Figure 1. Cell outlines without signal wires (run 1).
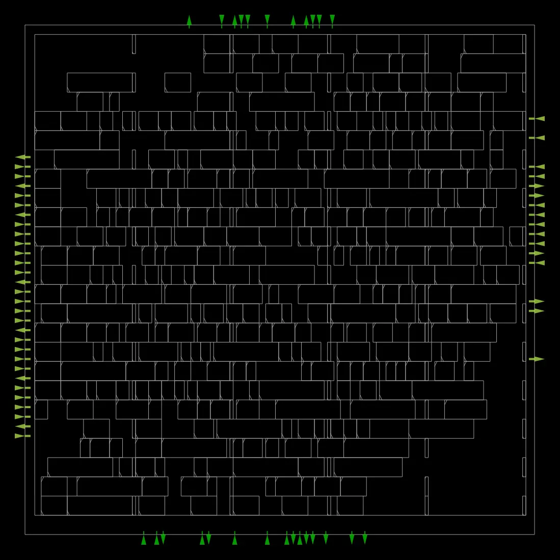
Figure 2. Sequential cells coloured by netlist name (run 1).
Other sequential cells in the stronger grey, the rest of the logic in the fainter grey.
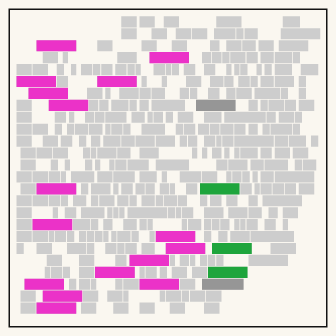
Figure 3. Wiring heat map (run 1).
The die is cut into 14 by 14 equal tiles; black is low, pale yellow is high, scaled to the fullest tile. Values are wire area over tile area, all layers added.
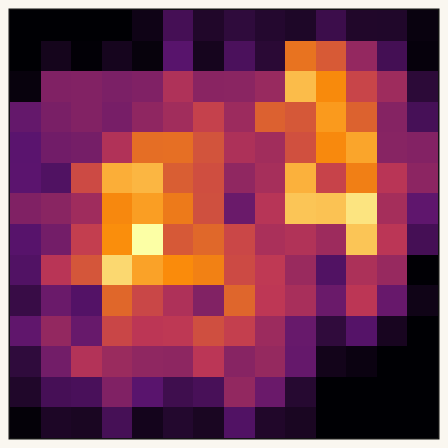
Figure 4. M3 wires (run 1).
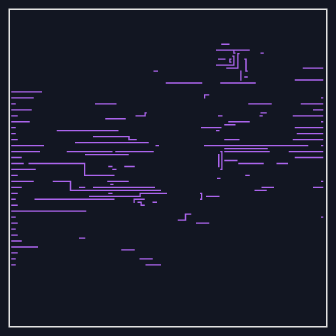
## src/rtl/ej32_pkg.sv

```systemverilog
// Shared opcode, unit and decode-table definitions for the EJ32 decode/sequencer.
// The wide prefix (0xC4) is only decoded when EJ32_WIDE_EN is defined.
package ej32_pkg;

    localparam int UNIT_W = 3;
    localparam int NPH_W  = 3;

    localparam logic [1:0] AU = 2'd0;
    localparam logic [1:0] BR = 2'd1;
    localparam logic [1:0] LS = 2'd2;

    localparam logic [UNIT_W-1:0] M_NONE = 3'b000;
    localparam logic [UNIT_W-1:0] M_AU   = 3'b001;
    localparam logic [UNIT_W-1:0] M_BR   = 3'b010;
    localparam logic [UNIT_W-1:0] M_LS   = 3'b100;

    typedef enum logic [7:0] {
        OP_NOP     = 8'h00,
        OP_ICONST0 = 8'h03,
        OP_BIPUSH  = 8'h10,
        OP_SIPUSH  = 8'h11,
        OP_ILOAD   = 8'h15,
        OP_IALOAD  = 8'h2E,
        OP_ISTORE  = 8'h36,
        OP_IASTORE = 8'h4F,
        OP_IADD    = 8'h60,
        OP_ISUB    = 8'h64,
        OP_IMUL    = 8'h68,
        OP_IDIV    = 8'h6C,
        OP_IREM    = 8'h70,
        OP_IINC    = 8'h84,
        OP_IFEQ    = 8'h99,
        OP_GOTO    = 8'hA7,
        OP_IRETURN = 8'hAC,
        OP_WIDE    = 8'hC4
    } opcode_t;

    typedef enum logic [1:0] {
        CL_STEP,
        CL_WAIT,
        CL_BUSY
    } cls_t;

    typedef struct packed {
        logic              vld;
        logic [UNIT_W-1:0] mask;
        logic [NPH_W-1:0]  nph;
        cls_t              cls;
        logic [1:0]        bunit;
    } entry_t;

    function automatic entry_t mkEntry(input logic [UNIT_W-1:0] mask,
                                       input logic [NPH_W-1:0]  nph,
                                       input cls_t              cls,
                                       input logic [1:0]        bunit);
        entry_t e;
        e.vld   = 1'b1;
        e.mask  = mask;
        e.nph   = nph;
        e.cls   = cls;
        e.bunit = bunit;
        return e;
    endfunction

endpackage

```

## src/rtl/ej32_dc_rom.sv

```systemverilog
// Combinational opcode-to-entry lookup; unknown opcodes come back invalid as a one-phase STEP.
// Decodes the wide prefix only when EJ32_WIDE_EN is defined.
module ej32_dc_rom
    import ej32_pkg::*;
(
    input  logic [7:0] i_code,
    output entry_t     o_entry
);

    always_comb begin
        o_entry     = mkEntry(M_NONE, 3'd1, CL_STEP, AU);
        o_entry.vld = 1'b0;
        case (i_code)
            OP_NOP:     o_entry = mkEntry(M_NONE, 3'd1, CL_STEP, AU);
            OP_ICONST0: o_entry = mkEntry(M_AU,   3'd1, CL_STEP, AU);
            OP_BIPUSH:  o_entry = mkEntry(M_AU,   3'd2, CL_STEP, AU);
            OP_SIPUSH:  o_entry = mkEntry(M_AU,   3'd3, CL_STEP, AU);
            OP_ILOAD:   o_entry = mkEntry(M_LS,   3'd2, CL_STEP, LS);
            OP_ISTORE:  o_entry = mkEntry(M_LS,   3'd2, CL_STEP, LS);
            OP_IALOAD:  o_entry = mkEntry(M_LS,   3'd3, CL_WAIT, LS);
            OP_IASTORE: o_entry = mkEntry(M_LS,   3'd3, CL_WAIT, LS);
            OP_IADD:    o_entry = mkEntry(M_AU,   3'd1, CL_STEP, AU);
            OP_ISUB:    o_entry = mkEntry(M_AU,   3'd1, CL_STEP, AU);
            OP_IMUL:    o_entry = mkEntry(M_AU,   3'd2, CL_BUSY, AU);
            OP_IDIV:    o_entry = mkEntry(M_AU,   3'd2, CL_BUSY, AU);
            OP_IREM:    o_entry = mkEntry(M_AU,   3'd2, CL_BUSY, AU);
            OP_IINC:    o_entry = mkEntry(M_AU,   3'd3, CL_STEP, AU);
            OP_IFEQ:    o_entry = mkEntry(M_BR,   3'd3, CL_STEP, BR);
            OP_GOTO:    o_entry = mkEntry(M_BR,   3'd3, CL_STEP, BR);
            OP_IRETURN: o_entry = mkEntry(M_BR | M_LS, 3'd2, CL_BUSY, LS);
`ifdef EJ32_WIDE_EN
            OP_WIDE:    o_entry = mkEntry(M_NONE, 3'd1, CL_STEP, AU);
`endif
            default: ;
        endcase
    end

endmodule

```

## src/rtl/ej32_dcx.sv

```systemverilog
// EJ32 phase sequencer: steps each opcode through its phases and produces unit enables and the next fetch address.
// Define EJ32_WIDE_EN to honour the wide prefix (doubles the next STEP opcode's operand phases).
module ej32_dcx
    import ej32_pkg::*;
#(
    parameter int unsigned COLD   = 'h0,
    parameter int          ASZ    = 16,
    parameter int          PH_W   = 3,
    parameter int          N_UNIT = 3
) (
    input  logic              clk,
    input  logic              rst,
    input  logic [7:0]        code,
    input  logic [ASZ-1:0]    p,
    input  logic              fetch_vld,
    input  logic [N_UNIT-1:0] bsy,
    input  logic              flush,
    input  logic [ASZ-1:0]    tgt,
    output logic [N_UNIT-1:0] un_en,
    output logic [ASZ-1:0]    dc_p_o,
    output logic              dc_code,
    output logic [PH_W-1:0]   dc_phase,
    output logic              dc_last,
    output logic              dc_err
);

    entry_t          w_entry;
    logic [PH_W-1:0] w_nphBase;
    logic [PH_W-1:0] w_nph;
    logic            w_last;
    logic            w_hold;
    logic            w_advance;
    logic [ASZ-1:0]  w_pInc;

    logic [PH_W-1:0] r_phase;
    logic [ASZ-1:0]  r_pO;
    logic            r_code;
    logic            r_err;

    ej32_dc_rom u_rom (
        .i_code  (code),
        .o_entry (w_entry)
    );

    assign w_nphBase = PH_W'(w_entry.nph);

`ifdef EJ32_WIDE_EN
    logic r_wide;
    logic w_isWide;

    assign w_isWide = (code == OP_WIDE);
    // After a wide prefix each operand byte phase of a STEP opcode is doubled: 1 + 2*(NPH-1).
    assign w_nph = (r_wide && (w_entry.cls == CL_STEP)) ? ((w_nphBase << 1) - PH_W'(1)) : w_nphBase;

    always_ff @(posedge clk or negedge rst) begin
        if (!rst) begin
            r_wide <= 1'b0;
        end else if (flush) begin
            r_wide <= 1'b0;
        end else if (w_advance && w_last) begin
            r_wide <= w_isWide;
        end
    end
`else
    assign w_nph = w_nphBase;
`endif

    // Treat any phase at or past the last one as final so the counter can never run beyond NPH-1.
    assign w_last    = (r_phase >= (w_nph - PH_W'(1)));
    assign w_hold    = (w_entry.cls == CL_BUSY) && (r_phase != '0) && bsy[w_entry.bunit];
    assign w_advance = fetch_vld && !w_hold;
    assign w_pInc    = p + ASZ'(1);

    assign un_en    = (fetch_vld && !flush) ? N_UNIT'(w_entry.mask) : '0;
    assign dc_last  = w_last;
    assign dc_phase = r_phase;
    assign dc_p_o   = r_pO;
    assign dc_code  = r_code;
    assign dc_err   = r_err;

    always_ff @(posedge clk or negedge rst) begin
        if (!rst) begin
            r_phase <= '0;
            r_code  <= 1'b1;
            r_pO    <= ASZ'(COLD);
            r_err   <= 1'b0;
        end else if (flush) begin
            r_phase <= '0;
            r_code  <= 1'b1;
            r_pO    <= tgt;
            r_err   <= 1'b0;
        end else if (!w_advance) begin
            r_err   <= 1'b0;
        end else if (w_last) begin
            r_phase <= '0;
            r_code  <= 1'b1;
            r_pO    <= w_pInc;
            r_err   <= !w_entry.vld;
        end else begin
            r_phase <= r_phase + PH_W'(1);
            r_code  <= 1'b0;
            r_pO    <= (w_entry.cls == CL_STEP) ? w_pInc : p;
            r_err   <= 1'b0;
        end
    end

endmodule

```

## config.mk

```make
export PLATFORM = sky130hd
export DESIGN_NAME = ej32_dcx
export DESIGN_NICKNAME = d
export VERILOG_FILES = /design/src/rtl/ej32_pkg.sv /design/src/rtl/ej32_dc_rom.sv /design/src/rtl/ej32_dcx.sv
export SDC_FILE = /design/constraint.sdc
export NUM_CORES = 1
export LEC_CHECK = 0
export CAP_MARGIN = 20
export CORE_UTILIZATION = 42
export DETAILED_ROUTE_END_ITERATION = 7
export GPL_TIMING_DRIVEN = 0
export PLACE_DENSITY = 0.84
export SLEW_MARGIN = 25
export SYNTH_ARGS = -nofsm -noshare
export SYNTH_HDL_FRONTEND = slang
export SYNTH_SLANG_ARGS = --single-unit
```

## constraint.sdc

```tcl
create_clock -name clk -period 3.7 [get_ports clk]
set_input_delay 0.37 -clock clk [delete_from_list [all_inputs] [get_ports clk]]
set_output_delay 0.37 -clock clk [all_outputs]
set_load 0.02 [all_outputs]
```

==> Table 3: Implementation characteristics, run 1 <==
Implementation parameters

Parameter                              Value

Global route
  Via count of the first global-routing pass .................. 2,435
  Global-route met1 utilization .................. 0.334
  Combined global-route utilization of all metal layers .................. 0.268

Critical path
  Data arrival time of the critical path .................. 3.77 ns
  Worst setup SP type .................. input pin
  CP peak stage delay .................. ~0.38 ns
  Critical path depth in cells .................. 18
  Worst path bufs/invs .................. 5

Layout
  Layout-stage area growth over the synthesis result .................. 58.5%
  FFs & Latches .................. 21
  Dominant kind of cell .................. logic gates
  Share of cells above drive strength 1 .................. 0.265
  Data-path buffer share of cell area in the final layout .................. 0.290
  Fraction of area in clock buffers and inverters .................. 0.0149
  Fillcell total .................. 371

Timing
  Final max-slew violation count .................. 0
  Sum of negative setup slack .................. 0 ns
  Max-Slew Margin vs Limit .................. 0.654
  Fmax .................. 275 MHz

Logic synthesis
  Mean instance size in the synthesized netlist .................. 7.99 um^2
  Syn_nets .................. 312
  Main logic family after synthesis .................. simple AND/OR/NAND/NOR gates
  List of most frequent post-synthesis cells .................. sky130_fd_sc_hd__nand2_1 (33), sky130_fd_sc_hd__dfrtp_1 (20), sky130_fd_sc_hd__a21oi_1 (18), sky130_fd_sc_hd__nor4_1 (18), sky130_fd_sc_hd__o31ai_1 (13)
  Chip Area, Yosys .................. around 2100 um^2
  Post-synthesis xor/xnor area fraction .................. 0.0127
  Cell count listed in synth_stat.txt .................. 258

Clock network
  Max Root-Sink Buffers .................. 2
  CTS root buffer .................. sky130_fd_sc_hd__clkbuf_8
  Count of H-tree levels built during CTS .................. 1
  Total CTS buffers .................. 3
  Clock transition at path regs .................. around 0.090 ns
  Clock latency on the worst-skew pair .................. roughly 0.27 ns
  CTS Hold Bufs .................. 0

Power and ir drop
  Biggest power consumer among the groups .................. combinational logic
  Relative contribution of combinational cells to total power .................. 0.400

Drt
  Wire length the detailed router placed on met1 .................. 2980 um
  Number of nets with antenna violations after routing .................. 0
  Starting DRT DRC Count .................. between 200 and 250

Run status
  Result of the run .................. completed

Floorplanning
  Row count .................. 25

Placed design
  IO buf count .................. about 67

Worst hold path
  Type of the worst min-delay path .................. input pin to asynchronous set/reset pin
Back to the opening pictures, Figure 1:
num tapcells: 67
share of the core filled with cells: 0.692

Back to the opening pictures, Figure 2:
[dc_p_o] magenta | placed flops: 16
[dc_phase] green | placed flops: 3
not coloured: 2
FF+latch area: 527 um^2
sequential cell area share: 0.161
flip-flop and latch power: 259 uW

Back to the opening pictures, Figure 3:
mean over tiles: 0.24
nearly empty tiles: 11%
emptiest ninth of the die: lower right
fullest tile: 0.66
tiles over half the peak: 27%

Back to the opening pictures, Figure 4:
longest straight run: 23.5 um
wire length on this layer: 503 um
main direction: horizontal
share of all routed wire: 6.7%
nets with wire on the layer: 94

==> run 2, diff against run 1 <==
Settings changed: CTS_CLUSTER_DIAMETER set to 80.
Figure 5. Sequential cells coloured by netlist name (run 2).
Other sequential cells in the stronger grey, the rest of the logic in the fainter grey.
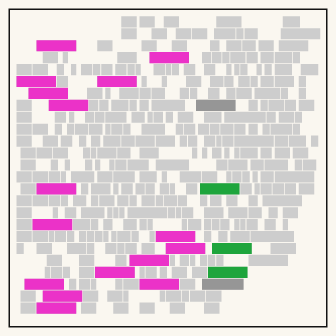
[dc_p_o] magenta | placed flops: 16
[dc_phase] green | placed flops: 3

==> Table 3: Implementation characteristics, run 2 <==
Implementation parameters

Parameter                              Value

Layout
  Data-path buffer share of cell area in the final layout .................. 0.290 (unchanged)
  Share of cells above drive strength 1 .................. 0.265 (unchanged)
  Fraction of area in clock buffers and inverters .................. 0.0149 (unchanged)
  Share of the core filled with cells .................. 0.692 (unchanged)
  FF+latch area .................. 527 um^2 (unchanged)
  FFs & Latches .................. 21 (unchanged)
  Fillcell total .................. 371 (unchanged)
  Dominant kind of cell .................. logic gates (unchanged)
  Sequential cell area share .................. 0.161 (unchanged)

Timing
  Final max-slew violation count .................. 0 (unchanged)
  Fmax .................. 275 MHz (unchanged)
  Max-Slew Margin vs Limit .................. 0.654 (unchanged)
  Final cycle utilization of the critical path .................. 0.983 (unchanged)

Logic synthesis
  Post-synthesis xor/xnor area fraction .................. 0.0127 (unchanged)
  List of most frequent post-synthesis cells .................. sky130_fd_sc_hd__nand2_1 (33), sky130_fd_sc_hd__dfrtp_1 (20), sky130_fd_sc_hd__a21oi_1 (18), sky130_fd_sc_hd__nor4_1 (18), sky130_fd_sc_hd__o31ai_1 (13) (unchanged)
  Chip Area, Yosys .................. 2060 um^2 (unchanged)
  Main logic family after synthesis .................. simple AND/OR/NAND/NOR gates (unchanged)
  Cell count listed in synth_stat.txt .................. 258 (unchanged)
  Mean instance size in the synthesized netlist .................. 7.99 um^2 (unchanged)

Worst hold path
  Type of the worst min-delay path .................. input pin to asynchronous set/reset pin (unchanged)

Run status
  Result of the run .................. completed (unchanged)

Drt
  Starting DRT DRC Count .................. 222 (unchanged)
  Wire length the detailed router placed on met1 .................. 2980 um (unchanged)
  Number of nets with antenna violations after routing .................. 0 (unchanged)

Critical path
  Crit path max-delay family .................. simple AND/OR/NAND/NOR gates (unchanged)
  Critical path depth in cells .................. 18 (unchanged)
  Data arrival time of the critical path .................. 3.77 ns (about the same)
  CP peak stage delay .................. 0.38 ns (about the same)

Clock network
  Total CTS buffers .................. 3 (unchanged)
  Clock transition at path regs .................. 0.09 ns (about the same)
  Clock latency on the worst-skew pair .................. 0.27 ns (about the same)
  Max Root-Sink Buffers .................. 2 (unchanged)
  CTS Hold Bufs .................. 0 (unchanged)

Floorplanning
  Num tapcells .................. 67 (unchanged)
  Row count .................. 25 (unchanged)

Power and ir drop
  Biggest power consumer among the groups .................. combinational logic (unchanged)
  Flip-flop and latch power .................. 259 uW (about the same)
  Power per Cell Area .................. 215 nW/um^2 (unchanged)
  Relative contribution of combinational cells to total power .................. 0.400 (about the same)

Placed design
  IO buf count .................. 67 (unchanged)

Global route
  Via count of the first global-routing pass .................. 2,435 (unchanged)
  Global routing usage on met3 .................. 0.0278 (unchanged)
  Combined global-route utilization of all metal layers .................. 0.268 (unchanged)
Figure 6. Cell outlines without signal wires (run 2).
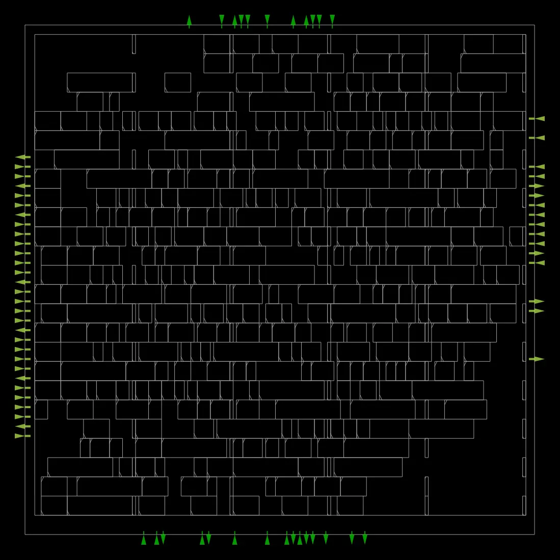

==> run 3, diff against run 2 <==
Settings changed: CORE_UTILIZATION 42 to 30, PLACE_DENSITY 0.84 to 0.66.
Figure 7. Cell outlines without signal wires (run 3).
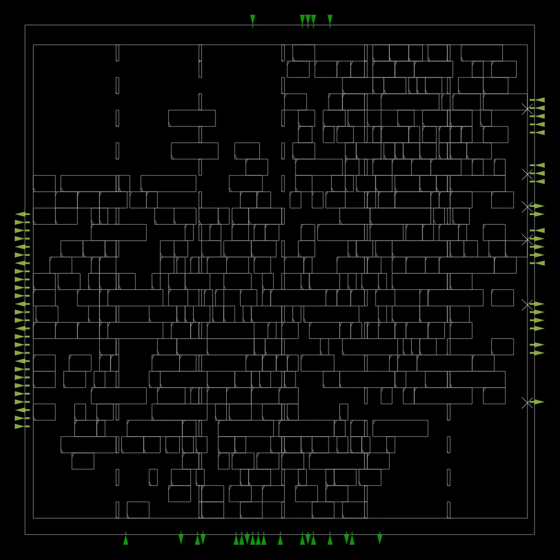
sequential cell area share: 0.157
final cell count without fillers: 427
fillcell total: 588
row count: 29
num tapcells: 77

==> Table 3: Implementation characteristics, run 3 <==
Implementation parameters

Parameter                              Value

Placed design
  IO buf count .................. 67 (unchanged)
  Place WS .................. -0.878 ns (was -0.912 ns)

Critical path
  Launch point of the critical path .................. code[6] (was code[5])
  Critical Path End Type .................. flop (unchanged)
  Crit path max-delay family .................. simple AND/OR/NAND/NOR gates (unchanged)
  Data arrival time of the critical path .................. 3.84 ns (was 3.77 ns)
  Worst setup SP type .................. input pin (unchanged)
  CP peak stage delay .................. 0.47 ns (was 0.38 ns)

Logic synthesis
  Mean instance size in the synthesized netlist .................. 7.99 um^2 (unchanged)
  Main logic family after synthesis .................. simple AND/OR/NAND/NOR gates (unchanged)
  Synthesized instance count .................. 258 (unchanged)
  Syn_nets .................. 312 (unchanged)
  List of most frequent post-synthesis cells .................. sky130_fd_sc_hd__nand2_1 (33), sky130_fd_sc_hd__dfrtp_1 (20), sky130_fd_sc_hd__a21oi_1 (18), sky130_fd_sc_hd__nor4_1 (18), sky130_fd_sc_hd__o31ai_1 (13) (unchanged)
  Cell count listed in synth_stat.txt .................. 258 (unchanged)
  Chip Area, Yosys .................. 2060 um^2 (unchanged)
  Post-synthesis xor/xnor area fraction .................. 0.0127 (unchanged)

Layout
  Share of the core filled with cells .................. 0.518 (was 0.692)
  Clock buf count .................. 4 (was 3)
  Data-path buffer share of cell area in the final layout .................. 0.293 (was 0.290)
  Layout-stage area growth over the synthesis result .................. 63.0% (was 58.5%)
  Fraction of area in clock buffers and inverters .................. 0.0134 (was 0.0149)
  Share of cells above drive strength 1 .................. 0.274 (was 0.265)
  FF+latch area .................. 527 um^2 (unchanged)
  Dominant logic cell type in the layout .................. sky130_fd_sc_hd__clkdlybuf4s50_1 (unchanged)
  Dominant kind of cell .................. logic gates (unchanged)

Drt
  Starting DRT DRC Count .................. 157 (was 222)
  Number of remaining DRC errors .................. 6 (was 0)
  Number of nets with antenna violations after routing .................. 0 (unchanged)

Global route
  Global routing usage on met3 .................. 0.0360 (was 0.0278)
  Global-route met1 utilization .................. 0.265 (was 0.334)

Power and ir drop
  Flip-flop and latch power .................. 260 uW (was 259 uW)
  Power per Cell Area .................. 210 nW/um^2 (was 215 nW/um^2)
  Relative contribution of combinational cells to total power .................. 0.408 (was 0.400)
  Biggest power consumer among the groups .................. combinational logic (unchanged)

Timing
  Count of endpoints failing setup in the final report .................. 1 (was 0)
  Final max-slew violation count .................. 0 (unchanged)
  Fin worst setup slack .................. -0.00329 ns (was 0.0645 ns)
  Sum of negative setup slack .................. -0.00329 ns (was 0 ns)
  Final cycle utilization of the critical path .................. 1.00 (was 0.983)
  Max-Slew Margin vs Limit .................. 0.573 (was 0.654)

Clock network
  Total CTS buffers .................. 3 (unchanged)
  CTS Hold Bufs .................. 0 (unchanged)
  Count of H-tree levels built during CTS .................. 1 (unchanged)
  Max Root-Sink Buffers .................. 2 (unchanged)
  CTS root buffer .................. sky130_fd_sc_hd__clkbuf_8 (unchanged)
  Number of gates resized after CTS .................. 41 (was 42)
  Clock transition at path regs .................. 0.09 ns (about the same)
  Clock latency on the worst-skew pair .................. 0.27 ns (about the same)

Run status
  Failing checks .................. design-rule violations, negative setup slack
  Result of the run .................. finished with violations (was completed)

Worst hold path
  Type of the worst min-delay path .................. input pin to asynchronous set/reset pin (unchanged)

Floorplanning
  Die width .................. 84.9 um (was 72.1 um)
  Pre-Place Util .................. 0.317 (was 0.437)
Power is estimated from default activity; no workload was simulated.
